$ cat src/rtl/rename_table.sv
// Register alias table: maps each architectural register to the ROB tag that will produce it.
// Lookups read registered state only; issue writes win over same-cycle commit clears.
module rename_table #(
    parameter int TAG_W = 5
) (
    input  logic             clk,
    input  logic             rst,
    input  logic             flush,
    input  logic             write_rat,
    input  logic [4:0]       rat_dest,
    input  logic [TAG_W-1:0] rat_tag,
    input  logic [4:0]       rs_addr,
    input  logic [4:0]       rt_addr,
    input  logic             commit1,
    input  logic             commit2,
    input  logic [4:0]       commit_addr,
    input  logic [4:0]       commit_addr2,
    input  logic [TAG_W-1:0] commit_tag,
    input  logic [TAG_W-1:0] commit_tag2,
    output logic             rs_busy,
    output logic             rt_busy,
    output logic [TAG_W-1:0] rs_tag,
    output logic [TAG_W-1:0] rt_tag
);

    logic [31:0]            r_valid;
    logic [31:0][TAG_W-1:0] r_tag;

    logic [31:0] w_validNext;
    logic        w_issue;
    logic        w_commit1Hit;
    logic        w_commit2Hit;

    assign w_issue      = write_rat && (rat_dest != 5'd0);
    // A commit only retires the mapping if no younger producer has since renamed the register
    assign w_commit1Hit = commit1 && r_valid[commit_addr]  && (r_tag[commit_addr]  == commit_tag);
    assign w_commit2Hit = commit2 && r_valid[commit_addr2] && (r_tag[commit_addr2] == commit_tag2);

    always_comb begin
        w_validNext = r_valid;
        if (w_commit1Hit) begin
            w_validNext[commit_addr] = 1'b0;
        end
        if (w_commit2Hit) begin
            w_validNext[commit_addr2] = 1'b0;
        end
        if (w_issue) begin
            w_validNext[rat_dest] = 1'b1;
        end
        w_validNext[0] = 1'b0;
    end

    always_ff @(posedge clk or negedge rst) begin
        if (!rst) begin
            r_valid <= '0;
            r_tag   <= '0;
        end else if (flush) begin
            r_valid <= '0;
        end else begin
            r_valid <= w_validNext;
            if (w_issue) begin
                r_tag[rat_dest] <= rat_tag;
            end
        end
    end

    assign rs_busy = r_valid[rs_addr];
    assign rt_busy = r_valid[rt_addr];
    assign rs_tag  = r_tag[rs_addr];
    assign rt_tag  = r_tag[rt_addr];

endmodule

$ cat config.mk
export PLATFORM = sky130hd
export DESIGN_NAME = rename_table
export DESIGN_NICKNAME = d
export VERILOG_FILES = /design/src/rtl/rename_table.sv
export SDC_FILE = /design/constraint.sdc
export NUM_CORES = 1
export LEC_CHECK = 0
export ABC_CLOCK_PERIOD_IN_PS = 8800
export CAP_MARGIN = 40
export CORE_ASPECT_RATIO = 0.75
export CORE_MARGIN = 3
export CORE_UTILIZATION = 45
export DETAILED_ROUTE_END_ITERATION = 7
export GPL_TIMING_DRIVEN = 0
export SLEW_MARGIN = 10
export SYNTH_ARGS = -nofsm -noshare
export SYNTH_HDL_FRONTEND = slang
export SYNTH_SLANG_ARGS = --single-unit
$ cat constraint.sdc
create_clock -name clk -period 8.8 [get_ports clk]
set_input_delay 0.88 -clock clk [delete_from_list [all_inputs] [get_ports clk]]
set_output_delay 0.88 -clock clk [all_outputs]
set_load 0.01 [all_outputs]
**Run 1: a small window of the routed layout**

Window x 149 to 169, y 30 to 50 um. Cells in grey, sequential cells in the stronger grey; small squares are vias.
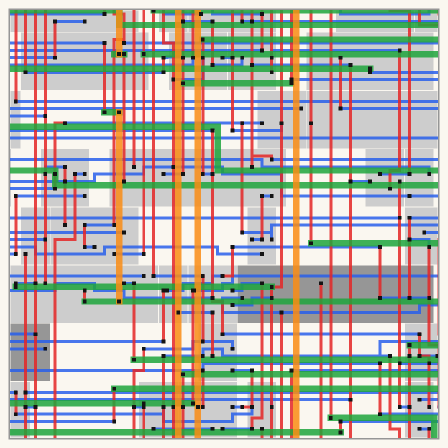
[metal 1] blue
[metal 4] orange
[metal 2] red
[metal 3] green
cells with their middle in the window: 25
most frequent: clkbuf_1 (3), a31oi_1 (3), nand2_1 (3)
sequential cells in the window: 1
netlist names of flops here include: r_valid (1)

**Run 1: routing congestion**

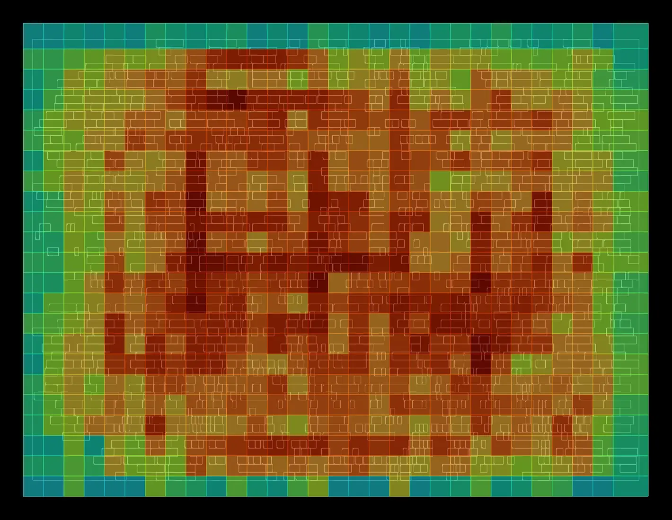
met3 usage: 19.8%
gr busiest metal: met1
WL/cell: 40.2 um
met2 Use GR: 51.2%

==> GITHUB_STEP_SUMMARY, run 1 <==
### Flow metrics

| Metric | Value |
|---|---|
| Commonest flop | `dfrtp_1` |
| First-pass GRT wire length | `94.0 mm` |
| Initial drt markers | `2187` |
| Top-area cell share | `33.4%` |
| Layout cells sized above 1 | `32.2%` |
| Critical Path Start | `rs_addr[1]` |
| Pre-antenna DRT Iters | `6` |
| Clock Sinks | `191` |
| Synth async-reset ratio | `100%` |
| Layout clock area frac | `3.90%` |
| Top Registers | `r_tag: 160 flops, r_valid: 31 flops` |
| Grt total ovfl | `0` |
| Reg-to-reg endpoint | `r_valid[2]` |
| Core Area | `30800 um2` |
| Peak VDD IR | `0.113 mV` |
| Fin Hold WS | `0.308 ns` |
| Metal3 WL | `11.8 mm` |
| WP data arrival | `4.66 ns` |
| Total die size | `34000 um2` |
| CTS buffer count | `17` |
| Tcrit/Tclk final | `63.0%` |
| CP startpoint kind | `input pin` |
| Leading cell kind | `multi-input combinational cells` |
| FA/HA/MAJ Cells, Area Fraction | `0%` |
| Logic share of the area | `55.5%` |
| Worst reg2reg path depth | `9` |
| Setup Skew | `0.0189 ns` |
| TNS Setup | `0 ns` |
| Simple Share, Synth | `9.63%` |
| DP HPWL | `52.4 mm` |
| Worst reg-to-reg setup slack | `4.85 ns` |
| HP Class | `in2async` |
| Finished layout cell area | `16300 um2` |
| Worst path cell trace | `clkdlybuf4s50_1, buf_1, clkbuf_1, buf_8, mux4_2, mux4_2, mux2_2, clkdlybuf4s50_1` |
| Flop share of the area | `29.3%` |
| Crit-path slowest cell | `buf_1` |
| Status | `finished, final reports clean` |
| Row cnt | `55` |
| Tapcell Cnt | `399` |
| Placer congestion estimate | `1.03` |
| Reg with most FFs | `r_tag` |
| Max FFs per register | `160` |
| Non-clock buffer area fraction after layout | `8.09%` |
| Antenna fix cells | `1` |
**Run 1: metal 4**

Scale: 2 px per um.
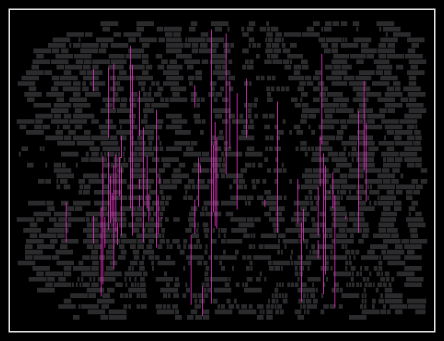
longest straight run: 137 um
share of all routed wire: 3.0%
nets with wire on the layer: 50
wire length on this layer: 2000 um
main direction: vertical

-- run 1: report_power, final --
| group | internal (uW) | switching, uW |
|---|---|---|
| Combinational | 335 | 362 |
| Sequential | 971 | 165 |
| Clock | 416 | 435 |
-- run 1: through the flow --
| step | util [%] | setup slack (ns) | power (uW) | instances |
|---|---|---|---|---|
| 2_1_floorplan | - | 4.58 | 1490 | 1175 |
| 3_3_place_gp | 49.7 | -1.52 | 1780 | 1622 |
| 3_5_place_dp | 51.0 | 3.34 | 1800 | 1651 |
| 4_1_cts | 53.1 | 3.40 | 2640 | 1683 |
| 5_1_grt | 53.1 | 3.31 | 2750 | 1683 |
| 6_report | 53.1 | 3.26 | 2680 | 1684 |
-- run 1: critical path, delay by kind of cell --
kind	cells	cell delay, ns
muxes	3	1.20
buffers and inverters	5	2.56
**Run 1: clock distribution**

Scale: 1 px per um.
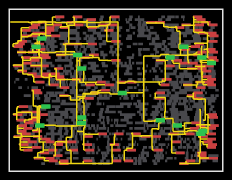

--- run 2 (diff from run 1) ---
--- a/config.mk
+++ b/config.mk
@@ -5,7 +5,7 @@
 export SDC_FILE = /design/constraint.sdc
 export NUM_CORES = 1
 export LEC_CHECK = 0
-export ABC_CLOCK_PERIOD_IN_PS = 8800
+export ABC_CLOCK_PERIOD_IN_PS = 4690
 export CAP_MARGIN = 40
 export CORE_ASPECT_RATIO = 0.75
 export CORE_MARGIN = 3
==> constraint.sdc (replaced) <==
create_clock -name clk -period 4.69 [get_ports clk]
set_input_delay 0.469 -clock clk [delete_from_list [all_inputs] [get_ports clk]]
set_output_delay 0.469 -clock clk [all_outputs]
set_load 0.01 [all_outputs]
**Run 2: clock distribution**

Scale: 1 px per um.
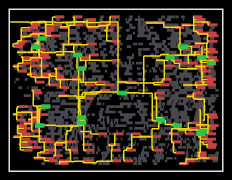
[clock wires] yellow | length: 2870 um
[flip-flops] red | count: 191
[clock drivers] green | count: 17
flops lie: spread over the die
routed clock nets: 18

**Run 2: a small window of the routed layout**

Window x 149 to 169, y 30 to 50 um. Cells in grey, sequential cells in the stronger grey; small squares are vias.
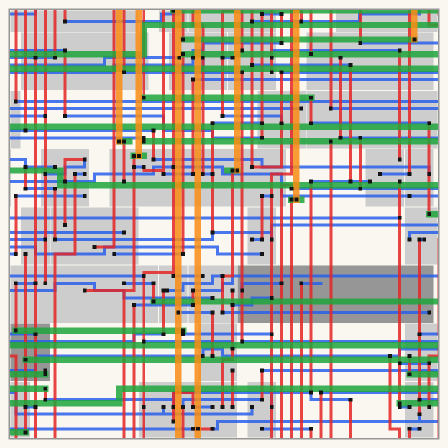
[metal 1] blue
[metal 3] green
[metal 2] red
[metal 4] orange
cells with their middle in the window: 25
most frequent: clkbuf_1 (3), a31oi_1 (3), nand2_1 (3)
netlist names of flops here include: r_valid (1)
sequential cells in the window: 1

==> GITHUB_STEP_SUMMARY, run 2 <==
### Flow metrics

| Metric | Value |
|---|---|
| Status | `complete, but fails checks` |
| Failing checks | `setup timing` |
| Final setup viols | `3` |
| Clock Sinks | `191 (unchanged)` |
| Peak VDD IR | `0.211 mV (+88%)` |
| Worst path cell trace | `clkdlybuf4s50_1, buf_1, clkbuf_1, buf_8, mux4_2, mux4_2, mux2_2, clkdlybuf4s50_1` |
| Grt total ovfl | `0 (unchanged)` |
| Sw Share | `35.9% (+0.12 points)` |
| Initial drt markers | `2233 (+2.1%)` |
| Comb power frac | `26.0% (about the same)` |
| Commonest flop | `dfrtp_1` |
| Non-filler cells, final | `1690 (+0.36%)` |
| Metal3 WL | `11.8 mm (about the same)` |
| Clock group power | `1600 uW (+88%)` |
| Pre-antenna DRT Iters | `6 (unchanged)` |
| Top Registers | `r_tag: 160 flops, r_valid: 31 flops` |
| Reg-to-reg endpoint | `r_valid[18]` |
| Top power group | `sequential cells` |
| CP startpoint kind | `input pin` |
| Setup Skew | `0.0235 ns (+0.00460 ns)` |
| Simple Share, Synth | `9.63% (unchanged)` |
| Power, Total | `5050 uW (+88%)` |
| Worst slack, placed | `-0.360 ns (-3.70 ns)` |
| Row cnt | `55 (unchanged)` |
| Crit path DRT | `4.22 ns` |
| DP HPWL | `52.4 mm (unchanged)` |
| Clock Power Share | `31.7% (about the same)` |
| Reg with most FFs | `r_tag` |
| CTS buffer count | `17 (unchanged)` |
| Comb pwr | `1310 uW (+88%)` |
| Fin util | `53.3% (+0.17 points)` |
| Placer congestion estimate | `1.03 (unchanged)` |
| Placed insts | `1651 (unchanged)` |
| WP data arrival | `4.29 ns (-0.37 ns)` |
| Net Sw Power | `1810 uW (+89%)` |
| Total die size | `34000 um2 (unchanged)` |
| Worst reg2reg path depth | `9 (unchanged)` |
| Gr busiest metal | `met1` |
| Seq. pwr | `2140 uW (+88%)` |
| Fin Hold WS | `0.499 ns (+0.190 ns)` |
| FA/HA/MAJ Cells, Area Fraction | `0% (unchanged)` |
| Internal | `3230 uW (+88%)` |
| TNS Setup | `-0.179 ns (-0.179 ns)` |
| Top-area cell share | `33.4% (unchanged)` |
| Core Area | `30800 um2 (unchanged)` |
| Synth async-reset ratio | `100% (unchanged)` |
| Worst reg-to-reg setup slack | `0.97 ns (-3.88 ns)` |
| Area fraction in compound gates | `7.92%` |
| PnR worst setup slack | `-0.0708 ns (-3.33 ns)` |
**Run 2: metal 4**

Scale: 2 px per um.
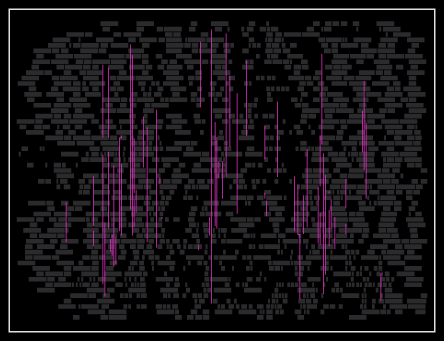
longest straight run: 137 um
nets with wire on the layer: 50
main direction: vertical
share of all routed wire: 2.9%

## run 2: cell type report
type	instances	area, um2
clock buffers	17	425
multi-input cells	867	9070
flip-flops and latches	191	4780
inverters	9	33.8
diodes	1	2.50
fillers	2724	14400
repair buffers	83	920
well taps	399	499
clock inverters	15	211
plain buffers	108	449
## run 2: how the worst max path moves through the flow
stage | startpoint | end | cells after the start
detailed placement | commit_addr[1] | r_valid[2] | 13
global route | rs_addr[1] | rs_tag[0] | 8
global placement | rst | r_tag[78] | 1
finish | rs_addr[1] | rs_tag[0] | 8
floorplan | commit_addr2[1] | r_valid[25] | 14
CTS | commit_addr[1] | r_valid[2] | 13
## run 2: worst max-delay path, delay by kind of cell
family / cells / cell delay, ns
buffers and inverters: 5 / 2.61
multiplexers: 3 / 1.21
**Run 2: metal layers overlaid**

Scale: 2 px per um.
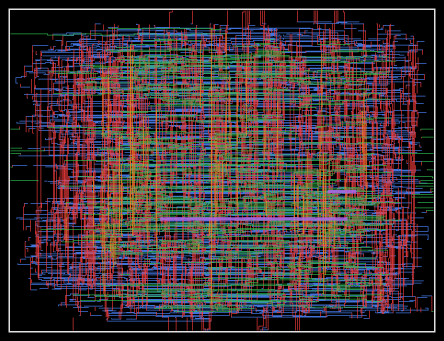

--- run 3 (diff from run 2) ---
--- a/config.mk
+++ b/config.mk
@@ -11,7 +11,9 @@
 export CORE_MARGIN = 3
 export CORE_UTILIZATION = 45
 export DETAILED_ROUTE_END_ITERATION = 7
+export DONT_BUFFER_PORTS = 1
 export GPL_TIMING_DRIVEN = 0
+export SETUP_SLACK_MARGIN = 0.1
 export SLEW_MARGIN = 10
 export SYNTH_ARGS = -nofsm -noshare
 export SYNTH_HDL_FRONTEND = slang
**Run 3: metal layers overlaid**

Scale: 2 px per um.
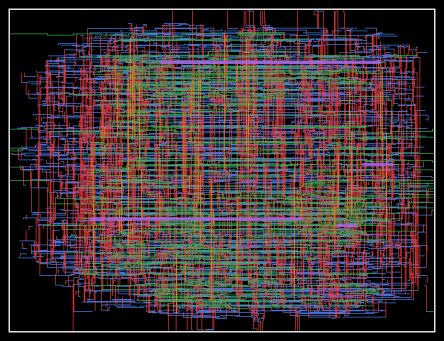
[metal 2] red | wire length: 25.5 mm
[metal 4] orange | wire length: 1780 um
[metal 5] purple | wire length: 236 um
[metal 1] blue | wire length: 26.2 mm
[metal 3] green | wire length: 11800 um

**Run 3: metal 4**

Scale: 2 px per um.
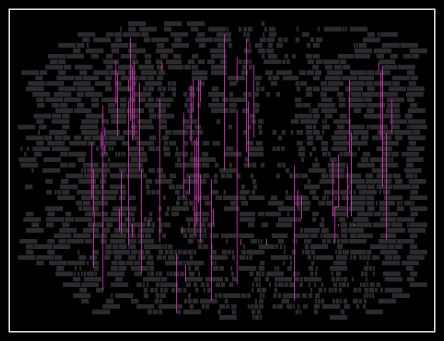
share of all routed wire: 2.7%
nets with wire on the layer: 43
main direction: vertical
longest straight run: 91.8 um

==> GITHUB_STEP_SUMMARY, run 3 <==
### Flow metrics

| Metric | Value |
|---|---|
| Critical Path Start | `commit_addr[1]` |
| Reg with most FFs | `r_tag` |
| Fin. Hold Viols | `191` |
| Net Sw Power | `1710 uW (-5.9%)` |
| Critical Path Stages | `11 (+3)` |
| Top power group | `sequential cells` |
| Gr busiest metal | `met1` |
| Seq. pwr | `2130 uW (about the same)` |
| Final setup viols | `0 (-3)` |
| Metal3 WL | `11.8 mm (+0.26%)` |
| Top-area cell share | `33.4% (unchanged)` |
| Placed insts | `1601 (-3.0%)` |
| Fin util | `51.2% (-2.0 points)` |
| Internal | `3190 uW (-1.4%)` |
| TNS Setup | `0 ns (+0.179 ns)` |
| Worst reg2reg path depth | `9 (unchanged)` |
| Non-filler cells, final | `1635 (-3.3%)` |
| Fin Hold WS | `-0.313 ns (-0.811 ns)` |
| Clock Sinks | `191 (unchanged)` |
| Reg-to-reg endpoint | `r_valid[6]` |
| PnR worst setup slack | `0.110 ns (+0.181 ns)` |
| Most used logic cell in the final layout | `dfrtp_1` |
| Failing checks | `hold timing` |
| CP startpoint kind | `input pin` |
| Met3 usage | `23.4%` |
| Comb power frac | `24.2% (-1.8 points)` |
| Crit path DRT | `5.03 ns (+0.81 ns)` |
| Clock Power Share | `32.3% (+0.6 points)` |
| CP bufs+invs | `3 (-2)` |
| Power, Total | `4900 uW (-3.0%)` |
| Fillcell total | `2719 (-0.18%)` |
| Setup Skew | `0.0196 ns (-0.00385 ns)` |
| Comb pwr | `1180 uW (-10%)` |
| Core Area | `30800 um2 (unchanged)` |
| Grt total ovfl | `0 (unchanged)` |
| Worst slack, placed | `-0.160 ns (+0.200 ns)` |
| Status | `complete, but fails checks` |
| WP data arrival | `4.92 ns (+0.63 ns)` |
| Worst reg-to-reg setup slack | `0.83 ns (-0.14 ns)` |
| Initial drt markers | `2088 (-6.5%)` |
| Synth async-reset ratio | `100% (unchanged)` |
| Drc violations | `0` |
| Clock group power | `1580 uW (about the same)` |
| Total die size | `34000 um2 (unchanged)` |
| Final tally of max-slew violations | `0` |
| Pre-antenna DRT Iters | `7 (+1)` |
| Worst path cell trace | `buf_2, buf_1, buf_2, mux2i_1, o22ai_1, nor4_1, nand2_1, xnor2_1, or3b_2, o41ai_1, o21ai_0` |
| Top Registers | `r_tag: 160 flops, r_valid: 31 flops` |
| Placer congestion estimate | `1.08 (+5.4%)` |
| Row cnt | `55 (unchanged)` |
**Run 3: routing congestion**

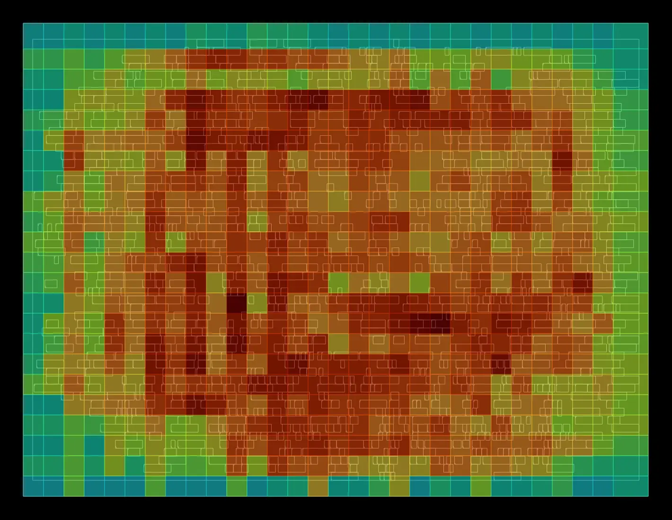
GRT Total Usage: 38.6%
WL/cell: 40.1 um

==> run 3: layout make-up <==
class                           instances  area, um2  area share [%]
Buffer                                108        449            2.85
Sequential cell                       191       4780            30.3
Inverter                                9       33.8           0.214
Tap cell                              399        499            3.17
Multi-Input combinational cell        867       9060            57.5
Antenna cell                            1       2.50          0.0159
Clock inverter                         13        164            1.04
Clock buffer                           19        453            2.87
Timing Repair Buffer                   28        319            2.02
==> run 3: cell families after synthesis <==
logic type / after synthesis / share of synthesized area (%)
buffers and inverters: 117 / 3.36
DFF: 191 / 33.4
AOI/OAI and AO/OA: 171 / 7.92
muxes: 469 / 45.5
xor gates and xnor gates: 3 / 0.184
and+or+nand+nor: 224 / 9.63
Power and IR drop assume default switching activity.
